### Wiring by layer

Scale: 4 px per um. Only two layers are drawn.
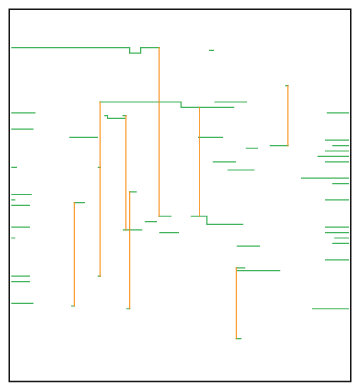
### Track usage over the die

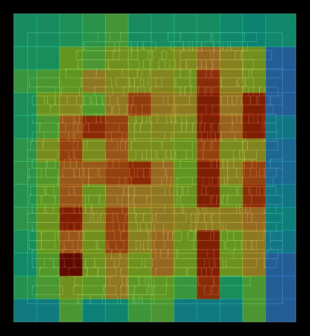
--- src/rtl/quotient_bcd_converter_pkg.sv ---
`default_nettype none
// ============================================================================
//  Module      : quotient_bcd_converter_pkg
//  Description : Shared definitions for the quotient formatting path: BCD
//                digit width, the shift-add-3 correction threshold and the
//                converter state encoding. Reused by the divider and the
//                other formatter stages.
//  Revision    : 1.0 - initial release
// ============================================================================
package quotient_bcd_converter_pkg;

    // Width of one packed BCD digit.
    localparam int unsigned C_BCD_DIGIT_W = 4;

    // A digit at or above this value is corrected by +3 before each shift,
    // so that doubling it carries correctly into the next decade.
    localparam logic [C_BCD_DIGIT_W-1:0] C_ADD3_THRESHOLD = 4'd5;

    // Converter control states.
    typedef enum logic [1:0] {
        IDLE  = 2'd0,
        SHIFT = 2'd1,
        DONE  = 2'd2
    } conv_state_t;

endpackage : quotient_bcd_converter_pkg
`default_nettype wire

--- src/rtl/quotient_bcd_converter_bcd_add3_digit.sv ---
`default_nettype none
// ============================================================================
//  Module      : bcd_add3_digit
//  Description : Combinational single-digit corrector for the double-dabble
//                algorithm. Adds 3 to the digit when it is 5 or more,
//                otherwise passes it through unchanged.
//  Ports       : i_digit  - BCD digit before correction
//                o_digit  - corrected digit, ready to be shifted left
//  Revision    : 1.0 - initial release
// ============================================================================
module bcd_add3_digit
    import quotient_bcd_converter_pkg::*;
(
    input  logic [C_BCD_DIGIT_W-1:0] i_digit,
    output logic [C_BCD_DIGIT_W-1:0] o_digit
);

    always_comb begin
        if (i_digit >= C_ADD3_THRESHOLD) begin
            o_digit = i_digit + C_BCD_DIGIT_W'(3);
        end else begin
            o_digit = i_digit;
        end
    end

endmodule : bcd_add3_digit
`default_nettype wire

--- src/rtl/quotient_bcd_converter.sv ---
`default_nettype none
// ============================================================================
//  Module      : quotient_bcd_converter
//  Description : Sequential binary-to-BCD converter (shift-add-3, one bit per
//                clock) sitting behind the 16-bit unsigned divider. Captures
//                the quotient on in_valid and emits DIGITS packed BCD digits
//                with a one-cycle bcd_valid pulse. A one-entry hold buffer
//                queues a result that arrives while a conversion is running;
//                a further arrival is dropped and flagged in sticky overrun.
//  Ports       : clock          - system clock, rising edge
//                reset          - asynchronous active-high reset
//                in_valid       - one-cycle strobe, in_data is valid
//                in_data        - unsigned value to convert
//                clear_overrun  - synchronous clear of overrun
//                in_ready       - hold buffer empty (informational)
//                busy           - conversion in progress (SHIFT or DONE)
//                bcd_valid      - one-cycle strobe, bcd_out is valid
//                bcd_out        - packed BCD, units digit in bits [3:0]
//                overrun        - sticky, a value was dropped
//  Revision    : 1.0 - initial release
// ============================================================================
module quotient_bcd_converter
    import quotient_bcd_converter_pkg::*;
#(
    parameter int WIDTH  = 16,
    parameter int DIGITS = 5,
    parameter int CNT_W  = 5
) (
    input  logic                               clock,
    input  logic                               reset,
    input  logic                               in_valid,
    input  logic [WIDTH-1:0]                   in_data,
    input  logic                               clear_overrun,
    output logic                               in_ready,
    output logic                               busy,
    output logic                               bcd_valid,
    output logic [C_BCD_DIGIT_W*DIGITS-1:0]    bcd_out,
    output logic                               overrun
);

    localparam int C_BCD_W = C_BCD_DIGIT_W * DIGITS;
    localparam int C_SR_W  = C_BCD_W + WIDTH;

    // ------------------------------------------------------------------
    // State
    // ------------------------------------------------------------------
    conv_state_t          r_state;
    conv_state_t          w_state_next;
    logic [CNT_W-1:0]     r_cnt;
    logic [C_SR_W-1:0]    r_shift;       // {bcd field, binary field}
    logic [WIDTH-1:0]     r_hold_data;
    logic                 r_hold_full;
    logic                 r_bcd_valid;
    logic [C_BCD_W-1:0]   r_bcd_out;
    logic                 r_overrun;

    // ------------------------------------------------------------------
    // Datapath: correct every digit in parallel, then shift left by one
    // ------------------------------------------------------------------
    logic [C_BCD_W-1:0]   w_bcd_corr;
    logic [C_SR_W-1:0]    w_shift_src;
    logic [C_SR_W-1:0]    w_shifted;
    logic                 w_last_iter;

    for (genvar gi = 0; gi < DIGITS; gi++) begin : g_digit
        bcd_add3_digit u_add3 (
            .i_digit (r_shift[WIDTH + gi*C_BCD_DIGIT_W +: C_BCD_DIGIT_W]),
            .o_digit (w_bcd_corr[gi*C_BCD_DIGIT_W +: C_BCD_DIGIT_W])
        );
    end

    assign w_shift_src = {w_bcd_corr, r_shift[WIDTH-1:0]};
    assign w_shifted   = w_shift_src << 1;
    assign w_last_iter = (r_cnt == CNT_W'(WIDTH - 1));

    // ------------------------------------------------------------------
    // Control: next state, converter load source, hold-buffer actions
    // ------------------------------------------------------------------
    logic                 w_start;       // load a new value into r_shift
    logic [WIDTH-1:0]     w_start_data;
    logic                 w_pop;         // hold buffer feeds the converter
    logic                 w_direct;      // in_data goes straight to r_shift
    logic                 w_push;        // in_data captured into hold buffer
    logic                 w_drop;        // in_data discarded

    always_comb begin
        w_state_next = r_state;
        w_start      = 1'b0;
        w_start_data = in_data;
        w_pop        = 1'b0;
        w_direct     = 1'b0;

        case (r_state)
            IDLE: begin
                if (in_valid) begin
                    w_start      = 1'b1;
                    w_direct     = 1'b1;
                    w_state_next = SHIFT;
                end
            end

            SHIFT: begin
                if (w_last_iter) begin
                    w_state_next = DONE;
                end
            end

            DONE: begin
                if (r_hold_full) begin
                    w_start      = 1'b1;
                    w_start_data = r_hold_data;
                    w_pop        = 1'b1;
                    w_state_next = SHIFT;
                end else if (in_valid) begin
                    // Buffer empty and the converter frees up on this very
                    // edge: start the new value directly. Parking it in the
                    // buffer would leave a full buffer in IDLE and cost a
                    // cycle of latency for nothing.
                    w_start      = 1'b1;
                    w_direct     = 1'b1;
                    w_state_next = SHIFT;
                end else begin
                    w_state_next = IDLE;
                end
            end

            default: begin
                w_state_next = IDLE;
            end
        endcase
    end

    // A pop on the same edge frees the slot, so the new value takes it.
    assign w_push = in_valid && !w_direct && (!r_hold_full || w_pop);
    assign w_drop = in_valid && !w_direct && r_hold_full && !w_pop;

    // ------------------------------------------------------------------
    // Sequential logic
    // ------------------------------------------------------------------
    always_ff @(posedge clock or posedge reset) begin
        if (reset) begin
            r_state <= IDLE;
        end else begin
            r_state <= w_state_next;
        end
    end

    always_ff @(posedge clock or posedge reset) begin
        if (reset) begin
            r_cnt   <= '0;
            r_shift <= '0;
        end else if (w_start) begin
            r_cnt   <= '0;
            r_shift <= {{C_BCD_W{1'b0}}, w_start_data};
        end else if (r_state == SHIFT) begin
            r_cnt   <= r_cnt + CNT_W'(1);
            r_shift <= w_shifted;
        end
    end

    always_ff @(posedge clock or posedge reset) begin
        if (reset) begin
            r_bcd_valid <= 1'b0;
            r_bcd_out   <= '0;
        end else begin
            r_bcd_valid <= (r_state == SHIFT) && w_last_iter;
            if ((r_state == SHIFT) && w_last_iter) begin
                r_bcd_out <= w_shifted[C_SR_W-1 -: C_BCD_W];
            end
        end
    end

    always_ff @(posedge clock or posedge reset) begin
        if (reset) begin
            r_hold_full <= 1'b0;
            r_hold_data <= '0;
        end else if (w_push) begin
            r_hold_full <= 1'b1;
            r_hold_data <= in_data;
        end else if (w_pop) begin
            r_hold_full <= 1'b0;
        end
    end

    // A drop in the same cycle as a clear request leaves the flag set.
    always_ff @(posedge clock or posedge reset) begin
        if (reset) begin
            r_overrun <= 1'b0;
        end else if (w_drop) begin
            r_overrun <= 1'b1;
        end else if (clear_overrun) begin
            r_overrun <= 1'b0;
        end
    end

    // ------------------------------------------------------------------
    // Outputs
    // ------------------------------------------------------------------
    assign in_ready  = !r_hold_full;
    assign busy      = (r_state != IDLE);
    assign bcd_valid = r_bcd_valid;
    assign bcd_out   = r_bcd_out;
    assign overrun   = r_overrun;

endmodule : quotient_bcd_converter
`default_nettype wire

--- config.mk ---
export PLATFORM = sky130hd
export DESIGN_NAME = quotient_bcd_converter
export DESIGN_NICKNAME = d
export VERILOG_FILES = /design/src/rtl/quotient_bcd_converter_pkg.sv /design/src/rtl/quotient_bcd_converter_bcd_add3_digit.sv /design/src/rtl/quotient_bcd_converter.sv
export SDC_FILE = /design/constraint.sdc
export NUM_CORES = 1
export LEC_CHECK = 0
export ABC_CLOCK_PERIOD_IN_PS = 4640
export CORE_ASPECT_RATIO = 1.1
export CORE_MARGIN = 4
export CORE_UTILIZATION = 60
export CTS_BUF_LIST = sky130_fd_sc_hd__clkbuf_16
export CTS_CLUSTER_SIZE = 28
export DETAILED_ROUTE_END_ITERATION = 7
export PLACE_DENSITY = 0.87
export SLEW_MARGIN = 25
export SYNTH_ARGS = -nofsm -noshare
export SYNTH_HDL_FRONTEND = slang
export SYNTH_SLANG_ARGS = --single-unit
--- constraint.sdc ---
create_clock -name clock -period 4.64 [get_ports clock]
set_input_delay 0.696 -clock clock [delete_from_list [all_inputs] [get_ports clock]]
set_output_delay 0.696 -clock clock [all_outputs]
set_load 0.005 [all_outputs]
==> flow_metrics.env <==
# implementation run metrics
export IMPL_slew_headroom_pct=42.5
export IMPL_dpl_cell_area_sq_um=4350
export IMPL_top_area_cell="dfrtp_1"
export IMPL_largest_reg_flops=36
export IMPL_drtIter0Drc=179
export IMPL_dr_pass1_iters=5
export IMPL_most_common_cell="dfrtp_1"
export IMPL_status="finished clean"
export IMPL_vdd_drop_max_v=0.000345
export IMPL_r2r_start="r_cnt[0]"
export IMPL_rsz0062_at_grt="no"
export IMPL_num_fill_cells=407
export IMPL_wirelength_met1_mm=3.38
export IMPL_tightest_slew_ns=0.860
export IMPL_synth_flops=82
export IMPL_design_area_sq_um=4660
export IMPL_hp_start="bcd_out[17]"
export IMPL_grt_ovfl_total=0
export IMPL_mux_area_share_pct=7.86
export IMPL_port_buffers=43
export IMPL_syn_avg_cell_area_sq_um=10.2
export IMPL_fp_nets=416
export IMPL_swShare_pct=35.0
export IMPL_nNetsFinal=451
export IMPL_final_cell_mix="dfrtp_1, nand2_1, o21ai_0"
export IMPL_synth_logic_top_family="AND-OR/OR-AND gates"
export IMPL_core_area_sq_um=6270
export IMPL_min_path_cells=2
export IMPL_setup_slack_ns=2.15
export IMPL_dr_max_layer_used="met4"
export IMPL_cts_tree="done"
export IMPL_regMostFlops="r_shift"
export IMPL_ys_sh_aoi_pct=16.8
export IMPL_top_area_share_pct=52.4
## Picture notes: 'Wiring by layer'
- metal 3: green (wire length 306 um)
- metal 4: orange (wire length 229 um)
WL final: 7.94 mm
Routed WL per cell: 15.7 um
Via Count: 2918
Tot GR Track Use: 21.5%

## Picture notes: 'Track usage over the die'
met2 Track Usage GR: 36.1%
M1 GR Usage: 25.9%
Most Crowded Layer GR: met2
fin util: 74.4%
M3 GR Usage: 5.16%

## worst max-delay path by stage
| stage | start | to | slack (ns) | cells after the start |
|---|---|---|---|---|
| 2_1_floorplan | reset | bcd_out[0] | 1.84 | 1 |
| 3_3_place_gp | in_valid | r_shift[31] | 2.08 | 5 |
| 4_1_cts | r_cnt[0] | bcd_out[3] | 2.11 | 7 |
| 5_1_grt | r_cnt[0] | bcd_out[3] | 1.94 | 7 |
| 6_report | r_cnt[0] | bcd_out[3] | 2.15 | 7 |
| 3_5_place_dp | in_valid | r_shift[31] | 1.93 | 5 |
## power by group through the flow
stage	clock, uW	sequential, uW	combinational [uW]
2_1_floorplan	0	1210	867
3_3_place_gp	0	1250	1140
3_5_place_dp	0	1260	1210
4_1_cts	742	1260	1240
5_1_grt	780	1300	1370
6_report	735	1260	1230
No activity file was given, so power comes from the tool's default toggle rates.
